--- src/rtl/xif_coproc_pkg.sv ---
// Shared decode constants, op/entry types and the instruction decoder for the XIF coprocessor.
// Optional min/max ops are enabled with the XIF_COPROC_MINMAX_EN macro.
package xif_coproc_pkg;

  localparam int MAX_ID_W = 8;

  localparam logic [6:0] OPCODE_CUSTOM0 = 7'b0001011;
  localparam logic [6:0] FUNCT7_ZERO    = 7'b0000000;
  localparam logic [2:0] F3_ADD         = 3'b000;
  localparam logic [2:0] F3_XOR         = 3'b001;
`ifdef XIF_COPROC_MINMAX_EN
  localparam logic [2:0] F3_MINU        = 3'b010;
  localparam logic [2:0] F3_MAXU        = 3'b011;
`endif

  typedef enum logic [1:0] {
    OP_ADD,
    OP_XOR,
    OP_MINU,
    OP_MAXU
  } op_e;

  typedef enum logic [1:0] {
    ENTRY_FREE,
    ENTRY_ISSUED,
    ENTRY_COMMITTED
  } entry_state_e;

  // Ids are stored zero-extended to MAX_ID_W so the entry type needs no parameter.
  typedef struct packed {
    entry_state_e          state;
    logic [MAX_ID_W-1:0]   id;
    logic [4:0]            rd;
    logic [31:0]           data;
  } entry_t;

  typedef struct packed {
    logic accept;
    op_e  op;
  } decode_t;

  function automatic decode_t decode_instr(input logic [31:0] instr,
                                           input logic [1:0]  rs_valid);
    decode_t d;
    d.accept = 1'b0;
    d.op     = OP_ADD;
    if (instr[6:0] == OPCODE_CUSTOM0 && instr[31:25] == FUNCT7_ZERO && rs_valid == 2'b11) begin
      case (instr[14:12])
        F3_ADD: begin d.accept = 1'b1; d.op = OP_ADD; end
        F3_XOR: begin d.accept = 1'b1; d.op = OP_XOR; end
`ifdef XIF_COPROC_MINMAX_EN
        F3_MINU: begin d.accept = 1'b1; d.op = OP_MINU; end
        F3_MAXU: begin d.accept = 1'b1; d.op = OP_MAXU; end
`endif
        default: ;
      endcase
    end
    return d;
  endfunction

endpackage

--- src/rtl/xif_coproc_alu.sv ---
// Combinational datapath: op + rs0 + rs1 -> 32-bit result.
// Unsigned min/max exist only when XIF_COPROC_MINMAX_EN is defined.
module xif_coproc_alu
  import xif_coproc_pkg::*;
(
  input  op_e         op,
  input  logic [31:0] rs0,
  input  logic [31:0] rs1,
  output logic [31:0] data
);

  always_comb begin
    data = '0;
    case (op)
      OP_ADD:  data = rs0 + rs1;
      OP_XOR:  data = rs0 ^ rs1;
`ifdef XIF_COPROC_MINMAX_EN
      OP_MINU: data = (rs0 < rs1) ? rs0 : rs1;
      OP_MAXU: data = (rs0 < rs1) ? rs1 : rs0;
`endif
      default: data = '0;
    endcase
  end

endmodule

--- src/rtl/xif_coproc_scoreboard.sv ---
// In-order result buffer for an XIF coprocessor: accepts, computes, holds until commit/kill, retires in issue order.
// Build option: XIF_COPROC_MINMAX_EN adds minu/maxu.
module xif_coproc_scoreboard
  import xif_coproc_pkg::*;
#(
  parameter int DEPTH = 4,
  parameter int ID_W  = 4
) (
  input  logic            clk_i,
  input  logic            rst_i,
  input  logic            issue_valid_i,
  output logic            issue_ready_o,
  input  logic [31:0]     issue_instr_i,
  input  logic [ID_W-1:0] issue_id_i,
  input  logic [31:0]     issue_rs0_i,
  input  logic [31:0]     issue_rs1_i,
  input  logic [1:0]      issue_rs_valid_i,
  output logic            issue_accept_o,
  output logic            issue_writeback_o,
  input  logic            commit_valid_i,
  input  logic [ID_W-1:0] commit_id_i,
  input  logic            commit_kill_i,
  output logic            result_valid_o,
  input  logic            result_ready_i,
  output logic [ID_W-1:0] result_id_o,
  output logic [4:0]      result_rd_o,
  output logic [31:0]     result_data_o,
  output logic            result_we_o
);

  localparam int PTR_W = $clog2(DEPTH);
  localparam int CNT_W = $clog2(DEPTH) + 1;

  typedef logic [PTR_W-1:0] ptr_t;

  entry_t              entries_q [DEPTH];
  entry_t              entries_d [DEPTH];
  ptr_t                head_q, head_d;
  ptr_t                tail_q, tail_d;
  logic [CNT_W-1:0]    count_q, count_d;

  decode_t             dec;
  logic [31:0]         alu_data;
  logic [MAX_ID_W-1:0] issue_id_ext;
  logic [MAX_ID_W-1:0] commit_id_ext;
  logic                issue_fire;
  logic                result_fire;
  logic                head_skip;
  logic                unused_instr_bits;

  assign dec               = decode_instr(issue_instr_i, issue_rs_valid_i);
  assign issue_id_ext      = MAX_ID_W'(issue_id_i);
  assign commit_id_ext     = MAX_ID_W'(commit_id_i);
  assign unused_instr_bits = ^issue_instr_i[24:15];

  assign issue_fire  = issue_valid_i && issue_ready_o && dec.accept;
  assign result_fire = result_valid_o && result_ready_i;
  // A killed entry leaves a FREE slot inside the ring; it is retired from the head one per cycle.
  assign head_skip   = (count_q != '0) && (entries_q[head_q].state == ENTRY_FREE);

  xif_coproc_alu u_alu (
    .op   (dec.op),
    .rs0  (issue_rs0_i),
    .rs1  (issue_rs1_i),
    .data (alu_data)
  );

  always_ff @(posedge clk_i) begin
    if (rst_i) begin
      entries_q <= '{default: '0};
      head_q    <= '0;
      tail_q    <= '0;
      count_q   <= '0;
    end else begin
      entries_q <= entries_d;
      head_q    <= head_d;
      tail_q    <= tail_d;
      count_q   <= count_d;
    end
  end

  always_comb begin
    entries_d = entries_q;
    head_d    = head_q;
    tail_d    = tail_q;
    count_d   = count_q;

    if (commit_valid_i) begin
      for (int i = 0; i < DEPTH; i++) begin
        if (entries_q[i].state == ENTRY_ISSUED && entries_q[i].id == commit_id_ext) begin
          entries_d[i].state = commit_kill_i ? ENTRY_FREE : ENTRY_COMMITTED;
        end
      end
    end

    if (result_fire) begin
      entries_d[head_q].state = ENTRY_FREE;
      head_d = head_q + ptr_t'(1);
    end else if (head_skip) begin
      head_d = head_q + ptr_t'(1);
    end

    if (issue_fire) begin
      entries_d[tail_q] = '{state: ENTRY_ISSUED,
                            id:    issue_id_ext,
                            rd:    issue_instr_i[11:7],
                            data:  alu_data};
      tail_d = tail_q + ptr_t'(1);
    end

    count_d = count_q + CNT_W'(issue_fire) - CNT_W'(result_fire || head_skip);
  end

  // Space is judged on the registered count alone, so a pop this cycle frees room only next cycle.
  always_comb begin
    issue_ready_o     = count_q < CNT_W'(DEPTH);
    issue_accept_o    = dec.accept;
    issue_writeback_o = dec.accept;
    result_valid_o    = entries_q[head_q].state == ENTRY_COMMITTED;
    result_id_o       = '0;
    result_rd_o       = '0;
    result_data_o     = '0;
    result_we_o       = 1'b0;
    if (result_valid_o) begin
      result_id_o   = entries_q[head_q].id[ID_W-1:0];
      result_rd_o   = entries_q[head_q].rd;
      result_data_o = entries_q[head_q].data;
      result_we_o   = entries_q[head_q].rd != 5'd0;
    end
  end

endmodule

--- config.mk ---
export PLATFORM = sky130hd
export DESIGN_NAME = xif_coproc_scoreboard
export DESIGN_NICKNAME = d
export VERILOG_FILES = /design/src/rtl/xif_coproc_pkg.sv /design/src/rtl/xif_coproc_alu.sv /design/src/rtl/xif_coproc_scoreboard.sv
export SDC_FILE = /design/constraint.sdc
export NUM_CORES = 1
export LEC_CHECK = 0
export CAP_MARGIN = 20
export CORE_ASPECT_RATIO = 1.5
export CORE_MARGIN = 4
export CORE_UTILIZATION = 50
export DETAILED_ROUTE_END_ITERATION = 12
export GPL_ROUTABILITY_DRIVEN = 0
export PLACE_DENSITY = 0.75
export SLEW_MARGIN = 20
export SYNTH_ARGS = -nofsm -noshare
export SYNTH_HDL_FRONTEND = slang
export SYNTH_SLANG_ARGS = --single-unit
--- constraint.sdc ---
create_clock -name clk_i -period 10.1 [get_ports clk_i]
set_input_delay 3.03 -clock clk_i [delete_from_list [all_inputs] [get_ports clk_i]]
set_output_delay 3.03 -clock clk_i [all_outputs]
set_load 0.03 [all_outputs]
**Signal wires by layer**

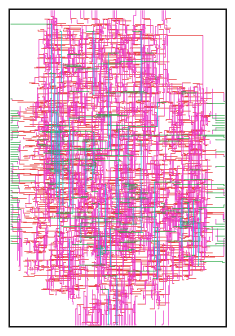
[metal 1] red | wire length: 11100 µm
[metal 2] magenta | wire length: 14100 µm
[metal 4] cyan | wire length: 1220 µm
[metal 3] green | wire length: 1690 µm
routed vias: 8762
wire per inst: 19.2 µm

**Cells coloured by class**

Fill, decap, tap and diode cells in grey.
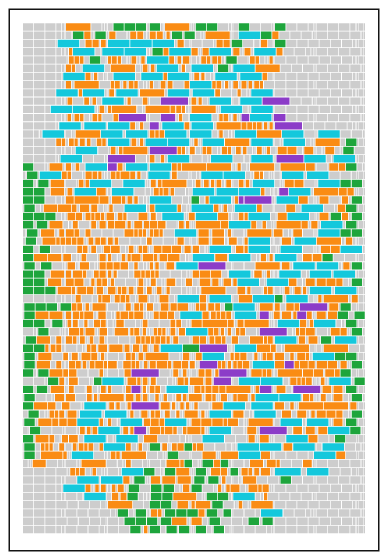
[other buffers and delay cells] green | cells: 157 | share of their area: 13%
[flops] cyan | cells: 179 | share of their area: 31%
[clock drivers and dummy loads] purple | cells: 32 | share of their area: 5.0%
[combinational and other logic] orange | cells: 840 | share of their area: 50%
cell area after layout: 11900 µm²
Placeable Area: 19100 µm²

**Cell outlines without signal wires**

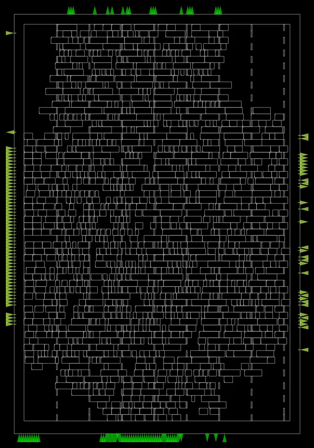
sequential share of cell area: 30.2%
Row Count: 62
Well Taps: 256
non-filler cells, final: 1464

**Clock wires, drivers and flops**

Bar = 20 µm.
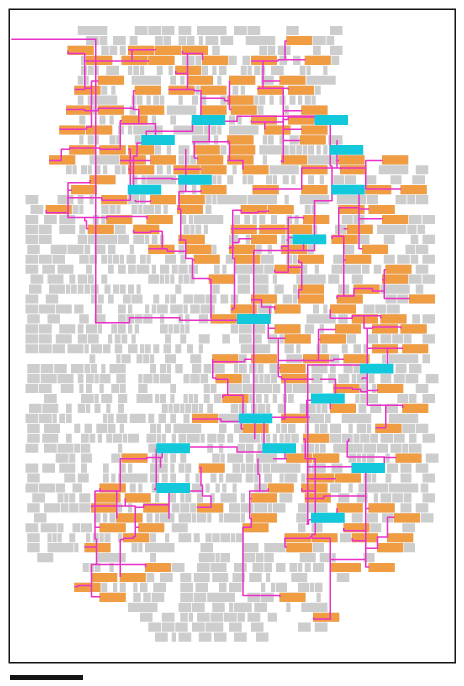
[clock drivers] cyan | count: 17
[clock wires] magenta | length: 2060 µm
[flip-flops] orange | count: 179
routed clock nets: 18
flops lie: spread over the die
clk latency late pin: 440 ps
total clock network power: 644 µW
Worst Clk Skew: 16.4 ps
Clk network pwr share: 35.4%

==> run notes <==
Physical implementation.

- The design has 179 sequential cells.
- The die height is 178 µm.
- The arrival time of data at the critical path endpoint is 5260 ps.
- The final layout contains routed wiring with a total length of 28.1 mm.
- The clock-pin slew reported for the worst setup and hold paths after clock tree synthesis is 70 ps.
- The required time at the endpoint of the critical path is 7070 ps.
- The worst path needs 8290 ps of the cycle, external delays included.
- By instance count, the leading cell after synthesis is sky130_fd_sc_hd__dfxtp_1.
- For this block, wires on met1 add up to 11.1 mm.
- The registers reported with the highest flop counts are entries_q (172), count_q (3).
- Looking at the hold checks, the worst path lands on entries_q[3].
- According to the report, the first pass of detailed routing completed in 6 iterations.
- Internal power comes to 1230 µW.
- The post-route antenna net violation count is 0.
- The share of total power in combinational logic is 21.9%.
- The number of warning messages in the logs is 42.
- The number of warnings issued by yosys is 0.
- The critical path endpoint category is an output pin.
- The actual transition at the worst max-transition pin is 1110 ps.
- Once detailed placement completed, the half-perimeter wirelength came to 19.6 mm.
- The fraction of final cell area spent on non-clock buffers in this run is 13.1%.
- The layout report lists the multi-input gate area as 5750 µm².
- The number of antenna violations at the first check in global routing was 0.
- The area of the die is 21700 µm².
- STA lists the maximum fanout along the critical path as 7.
- The number of maximum-capacitance constraint violations is 0.
- The instance count after placement with tap cells included is 1431.
- For reference, the top cells by count after synthesis are sky130_fd_sc_hd__dfxtp_1, sky130_fd_sc_hd__nand2_1, sky130_fd_sc_hd__o21ai_0.
- The AND-OR/OR-AND share of the synthesized area is 18.8%.
- TritonCTS built the clock tree.
- The post-synthesis share of cell area spent on full adders, half adders and majority gates is 5.72%.
- Multi-input combinational cells in the finished layout were counted as 818.
- The top metal layer carrying routed signals is met4.
- The cell class with the largest area share is combinational gates.
- The level count of the clock H-tree is 4.
- The slowest stage of the critical path belongs to the cell sky130_fd_sc_hd__clkdlybuf4s50_1.
- By area the synthesized netlist is led by sky130_fd_sc_hd__dfxtp_1, sky130_fd_sc_hd__mux4_2, sky130_fd_sc_hd__o21ai_0.
- The dominant cell type by area after synthesis is sky130_fd_sc_hd__dfxtp_1.
- Once the clock tree was built, the resizer swapped 0 gates to a different size.
- The global-route track usage on met3 is 4.25%.
- Counting buffers and inverters, the worst setup path is 4 cells deep.
- In the detailed route, the total length drawn on met3 is 1.69 mm.
- After Yosys synthesis, and, or, nand and nor cells account for 19.4% of the synthesized area.
- met1 track demand over resource after global routing is 31.7%.
- The chip area line in the Yosys stat output reads 9670 µm².
- For this block, the initial DRC count from the detailed router was 677.
- The worst-case register-to-register setup slack is 6470 ps.
- The flow reports that sequential cells draw 42.7% of the design power.
- The most common logic cell in the final layout is sky130_fd_sc_hd__dfxtp_1.
- Multi-input gates account for 48.4% of the area.
- In the layout the commonest cells are sky130_fd_sc_hd__dfxtp_1, sky130_fd_sc_hd__nand2_1, sky130_fd_sc_hd__clkdlybuf4s50_1.
- Counting the inverters off the clock network in the layout gives 22.
- Per the GRT log, the top usage layer is met2.
- Across the whole layout, storage elements account for 3590 µm².
- The buffering stage count on the worst path with inverters included is 2.
- Checking hold timing, the worst path is listed with class register to register.
- The group with the largest share of power is sequential cells.
- Counting plain and timing-repair buffers in the layout gives 157.
- Among all stages on the critical path, the maximum delay recorded is 760 ps.
- The pin count of the biggest net entering global routing is 48.
- The setup path with the least slack is of type input port to output pin.
- The critical path in the final layout is reported with a setup slack of 1810 ps.
- Measured in cells, the most critical reg-to-reg path has a length of 13.
- The count of cells along the worst hold path is 2.
- The gate-level netlist out of Yosys references 63 unique cell types.
- Before any placement, the netlist area is recorded as 9670 µm².
- The flow measured a signed area growth from synthesis to layout of 22.8%.
- The met2 demand-to-capacity share in global routing is 45.1%.
- Post-route period utilization is reported as 82.0%.
- The number of register bits inferred by synthesis is 179.
- The power drawn by the sequential cells is 778 µW.
- The cell count listed in synth_stat.txt is 1092.
- The combinational power reported by the tool is 400 µW.
- The switching share of total power is 32.2%.
- Per the OpenROAD floorplan log, the width of the die is 122 µm.
- The register with the most flip-flops in the layout has 172 of them.
- The number of global-route vias before repair is 8768.
- For reference, XOR and XNOR gates occupy 3.62% of the area reported after synthesis.
- The leakage power of the design is 0.00435 µW.
- Summing internal, switching and leakage power gives 1820 µW.
- The flow ran to the end, and the final reports show no timing, DRC or antenna violations.
- When the netlist entered floorplanning its net count stood at 1247.
- The capturing instance or port of the critical path is issue_accept_o.
- Per the timing report, the most critical flop-to-flop path finishes at count_q[2].
- Counting every instance in the synthesized netlist gives 1092.
- STA lists the startpoint of the worst register-to-register path as head_q[1].
- VDD sags by at most 0.134 mV.
- The worst setup slack after placement is 1790 ps.
- After filler insertion, the fill cell instance count of the layout stands at 1671.
Power figures rest on the tool's default switching activity, not on a simulated workload.
